File: src/rtl/mem_ctrl_pkg.sv
// Shared types and default sizing for the memory access sequencer.
// Note: the timeout feature is enabled by defining MEM_TIMEOUT_EN.
package mem_ctrl_pkg;

   typedef enum logic [1:0] {
      IDLE     = 2'd0,
      ACCESS   = 2'd1,
      COMPLETE = 2'd2
   } state_t;

   localparam int DEF_DATA_W  = 16;
   localparam int DEF_ADDR_W  = 16;
   localparam int DEF_TIMEOUT = 15;

endpackage

File: src/rtl/mem_timeout_counter.sv
// Counts cycles spent waiting on memory.
// Flags the last permitted cycle; only instantiated when MEM_TIMEOUT_EN is defined.
module mem_timeout_counter #(
   parameter int TIMEOUT = 15
) (
   input  logic clk,
   input  logic rst,
   input  logic clear,
   input  logic enable,
   output logic expired
);

   localparam int CNT_W = $clog2(TIMEOUT + 1);

   logic [CNT_W-1:0] count_reg;

   always_ff @(posedge clk) begin
      if (rst || clear) begin
         count_reg <= '0;
      end else if (enable) begin
         count_reg <= count_reg + 1'b1;
      end
   end

   // High during the TIMEOUT-th enabled cycle, so expiry and a late ack are seen together.
   assign expired = enable && (count_reg == CNT_W'(TIMEOUT - 1));

endmodule

File: src/rtl/mem_access_ctrl.sv
// Single-outstanding memory access sequencer feeding the MDR input stage.
// Optional wait-state timeout is built when MEM_TIMEOUT_EN is defined.
module mem_access_ctrl
   import mem_ctrl_pkg::*;
#(
   parameter int DATA_W  = DEF_DATA_W,
   parameter int ADDR_W  = DEF_ADDR_W,
   parameter int TIMEOUT = DEF_TIMEOUT
) (
   input  logic              clk,
   input  logic              rst,
   input  logic              req_valid,
   input  logic              req_we,
   input  logic [ADDR_W-1:0] req_addr,
   input  logic [DATA_W-1:0] req_wdata,
   output logic              req_ready,
   output logic [ADDR_W-1:0] mem_addr,
   output logic [DATA_W-1:0] mem_wdata,
   output logic              mem_rd,
   output logic              mem_wr,
   input  logic [DATA_W-1:0] mem_rdata,
   input  logic              mem_ack,
   output logic [DATA_W-1:0] mdr_data,
   output logic              mdr_load,
   output logic              done,
   output logic              err
);

   state_t            state_reg, state_next;
   logic              op_reg;
   logic              load_ok_reg;
   logic [ADDR_W-1:0] addr_reg;
   logic [DATA_W-1:0] wdata_reg;
   logic [DATA_W-1:0] mdr_data_reg;
   logic              accept;
   logic              ack_hit;
   logic              timeout_hit;

   assign accept  = (state_reg == IDLE) && req_valid;
   assign ack_hit = (state_reg == ACCESS) && mem_ack;

`ifdef MEM_TIMEOUT_EN
   logic err_reg;

   mem_timeout_counter #(
      .TIMEOUT (TIMEOUT)
   ) u_timeout (
      .clk     (clk),
      .rst     (rst),
      .clear   (state_reg != ACCESS),
      .enable  (state_reg == ACCESS),
      .expired (timeout_hit)
   );

   // Ack takes priority over a coincident expiry.
   always_ff @(posedge clk) begin
      if (rst) begin
         err_reg <= 1'b0;
      end else if (accept) begin
         err_reg <= 1'b0;
      end else if (timeout_hit && !mem_ack) begin
         err_reg <= 1'b1;
      end
   end

   assign err = err_reg;
`else
   assign timeout_hit = 1'b0;
   assign err         = 1'b0;
`endif

   always_comb begin
      state_next = state_reg;
      case (state_reg)
         IDLE:     if (req_valid) state_next = ACCESS;
         ACCESS:   if (mem_ack || timeout_hit) state_next = COMPLETE;
         COMPLETE: state_next = IDLE;
         default:  state_next = IDLE;
      endcase
   end

   always_ff @(posedge clk) begin
      if (rst) begin
         state_reg    <= IDLE;
         op_reg       <= 1'b0;
         load_ok_reg  <= 1'b0;
         addr_reg     <= '0;
         wdata_reg    <= '0;
         mdr_data_reg <= '0;
      end else begin
         state_reg <= state_next;
         if (accept) begin
            addr_reg  <= req_addr;
            wdata_reg <= req_wdata;
            op_reg    <= req_we;
         end
         // Last ACCESS cycle decides whether COMPLETE pulses the MDR load.
         if (state_reg == ACCESS) begin
            load_ok_reg <= mem_ack && !op_reg;
         end
         if (ack_hit && !op_reg) begin
            mdr_data_reg <= mem_rdata;
         end
      end
   end

   assign req_ready = (state_reg == IDLE);
   assign mem_addr  = addr_reg;
   assign mem_wdata = wdata_reg;
   assign mem_rd    = (state_reg == ACCESS) && !op_reg;
   assign mem_wr    = (state_reg == ACCESS) && op_reg;
   assign mdr_data  = mdr_data_reg;
   assign done      = (state_reg == COMPLETE);
   assign mdr_load  = (state_reg == COMPLETE) && load_ok_reg;

endmodule

File: config.mk
export PLATFORM = sky130hd
export DESIGN_NAME = mem_access_ctrl
export DESIGN_NICKNAME = d
export VERILOG_FILES = /design/src/rtl/mem_ctrl_pkg.sv /design/src/rtl/mem_timeout_counter.sv /design/src/rtl/mem_access_ctrl.sv
export SDC_FILE = /design/constraint.sdc
export NUM_CORES = 1
export LEC_CHECK = 0
export CORE_ASPECT_RATIO = 1.75
export CORE_MARGIN = 1
export CORE_UTILIZATION = 43
export CTS_CLUSTER_DIAMETER = 50
export DETAILED_ROUTE_END_ITERATION = 12
export PLACE_DENSITY = 0.83
export SKIP_CTS_REPAIR_TIMING = 1
export SLEW_MARGIN = 15
export SYNTH_ARGS = -nofsm -noshare
export SYNTH_HDL_FRONTEND = slang
export SYNTH_SLANG_ARGS = --single-unit
File: constraint.sdc
create_clock -name clk -period 3.26 [get_ports clk]
set_clock_uncertainty 0.05 [all_clocks]
set_input_delay 0.326 -clock clk [delete_from_list [all_inputs] [get_ports clk]]
set_output_delay 0.326 -clock clk [all_outputs]
set_load 0.005 [all_outputs]
### Routed clock nets over the placement

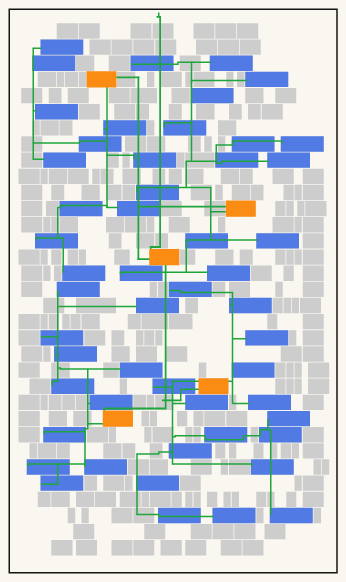
legend:
  blue:
    item: flip-flops
    count: 52
  green:
    item: clock wires
    length: 615 um
  orange:
    item: clock drivers
    count: 5
routed clock nets: 6
flops lie: all over the die
clock share of power: 0.293
Clk. pwr: 0.391 mW
clk latency late pin: 0.30 ns

### Wiring by layer

Only two layers are drawn.
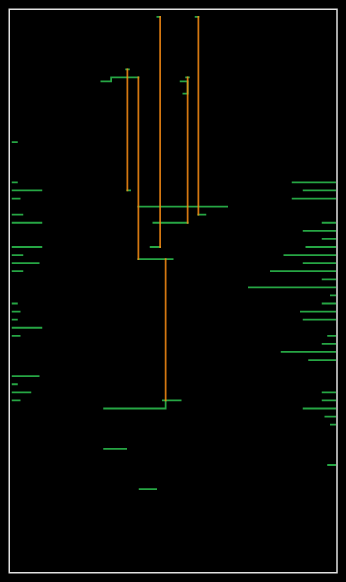
legend:
  orange:
    layer: metal 4
    wire_length: 171 um
  green:
    layer: metal 3
    wire_length: 224 um
post-DR wirelength/cell: 13.2 um
Global Route Usage Sum: 0.204
Via Count: 1846
routed wire length: 5.08 mm

### Congestion heat map

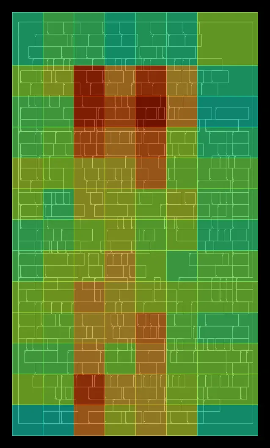
most crowded layer after global routing: met2
met2 Usage GRT: 0.365
Finished Core Util: 0.677
met1 Track Usage GR: 0.213

### Placement by cell class

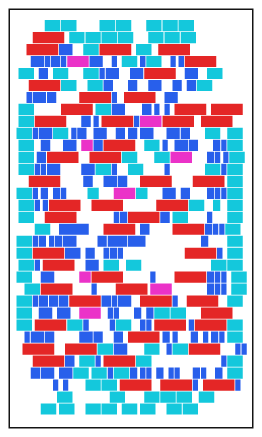
legend:
  magenta:
    class: clock drivers and dummy loads
    cells: 8
    share_of_their_area: 3.1%
  cyan:
    class: other buffers and delay cells
    cells: 107
    share_of_their_area: 34%
  red:
    class: flops
    cells: 52
    share_of_their_area: 33%
  blue:
    class: combinational and other logic
    cells: 165
    share_of_their_area: 30%

### Pin placement

Pins as bars across the die edge, other pins in gray.
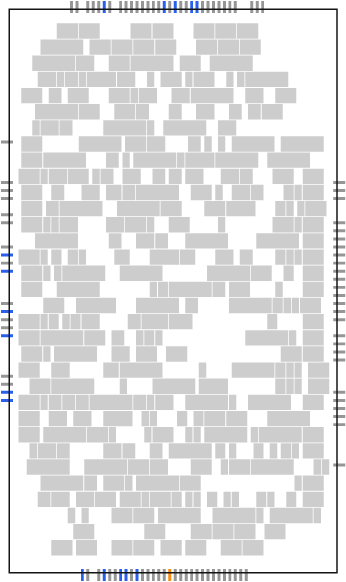
legend:
  orange:
    port: mem_wr
    pins: 1
    direction: output
    edge: south
  blue:
    port: req_addr
    pins: 16
    direction: input
    edge: 6 west, 5 north, 5 south

==> Slide: Implementation Results <==
Physical Implementation Snapshot

Synth
  – Distinct lib cells used: 23
  – Syn Area/Cell: 8.94 um^2
  – Asr flop ratio synth: 0
  – Yosys warnings: 0
  – Multiplexer share: 0.00474
  – Yosys adder share: 0
  – Most frequent cells after synthesis: nand2_1 (68), dfxtp_1 (52), a21oi_2 (30), nand2_2 (30), a21oi_1 (20)
  – # Cells Yosys: 236
  – Dominant cell area share: 0.493
  – Synth Seq Share: 0.493
  – Instance tally after logic synthesis: 236
  – Post-synth net total: 289
  – Post-Syn Area: 0.00211 mm^2
  – Count leader, synth: nand2_1
  – Complex Gates by Area: 0.172
  – Synth area leaders: dfxtp_1 (49%), a21oi_2 (12%), nand2_1 (12%), nand2_2 (8.9%), a21oi_1 (4.7%)
  – Main flop type: dfxtp_1

GRT
  – Vias in the first global route: 1677
  – Pin count of the biggest net entering global routing: 34
  – Initial antenna violation count: 0
  – Grt ovf: 0

Drt
  – Drt via density: 4.81
  – DRC: 0
  – Met2 WL: 2.82 mm
  – DRT met1 WL: 1.87 mm
  – DR top layer: met4
  – Drt pass-1 iters: 4
  – Antenna viol nets, final: 0

Final layout
  – Cell area after layout: 0.00319 mm^2
  – Fin nets: 384
  – Commonest non-fill, non-tap cells in the layout: clkdlybuf4s50_1 (104), nand2_1 (68), dfxtp_1 (52)
  – Most instantiated logic cell after routing: clkdlybuf4s50_1
  – Area grow syn2layout: 51.1%
  – Layout cells sized above 1: 0.220

Clock network
  – CTS buffer count: 5
  – Clock Path Buffers: 2
  – Clock Tree Root: clkbuf_8
  – TritonCTS clock tree: done

Power
  – Net Sw Frac: 0.260
  – Reg power frac: 0.521
  – P_seq: 0.694 mW
  – Total combinational power: 0.248 mW
  – Logic gate share of total power: 0.186
  – Switching pwr: 0.346 mW

Outcome
  – Outcome: finished clean

STA
  – Fin crit share: 0.619
  – Endpoints failing setup: 0
  – Final WS setup: 1.24 ns
  – Tmin final: 2.02 ns
  – Slew @ Worst Pin: 1.01 ns
  – Max Fclk: 0.495 GHz
  – Final Hold Viols: 0
  – RSZ-0062 raised after global routing: false

Worst setup path
  – Req. time, crit path: 2.88 ns
  – CP max FO: 8
  – CP Class: flop to output port
  – Critical Path Source Type: flop
  – Buf/Inv on CP: 1
  – Crit. End Element: output port
  – Worst path max stage delay: 0.52 ns
  – Crit-path cells: nand2b_1 > nor2_1 > clkdlybuf4s50_1
  – Crit path arrival time: 1.64 ns
  – FF-to-FF Start: state_reg[0]

Floorplan
  – Width of the die: 54.9 um
  – Rows: 33
  – Die Y: 94.7 um
  – Die footprint: 0.00520 mm^2
  – # IOs: 107
  – Core area: 0.00471 mm^2

Place
  – IO buf count: 105
  – Final HPWL DP: 3.78 mm
  – Routability cong.: 0.788
  – Placed Area: 0.00309 mm^2
  – Place WS: 1.09 ns

Min path
  – Worst hold path type: flop to flop
  – Hold_sp: mdr_data[6]

Flow run
  – Stage-log warning count: 26
-- final timing paths --
check	slack, ns	end	cells past startpoint
worst max-delay path	1.24	mem_rd	3
worst min-delay path	0.41	mdr_data[6]	2
worst max register to register	1.50	mem_addr[0]	3
worst min register to register	0.41	mdr_data[6]	2
-- per-stage QoR --
stage,hold WS [ns],total power [mW],cells
floorplan,0.397,0.828,236
global placement,0.392,0.956,376
detailed placement,0.398,0.959,376
CTS,0.412,1.35,384
global route,0.427,1.40,384
finish,0.409,1.33,384
-- final cells by class --
type	count	area, um^2	share of cell area
Timing Repair Buffer	107	1060	0.333
Sequential cell	52	1040	0.327
Multi-Input combinational cell	163	915	0.287
Clock buffer	6	82.6	0.0259
Tap cell	52	65.1	0.0204
Clock inverter	2	15.0	0.00471
Inverter	2	7.51	0.00236
Power figures rest on the tool's default switching activity, not on a simulated workload.
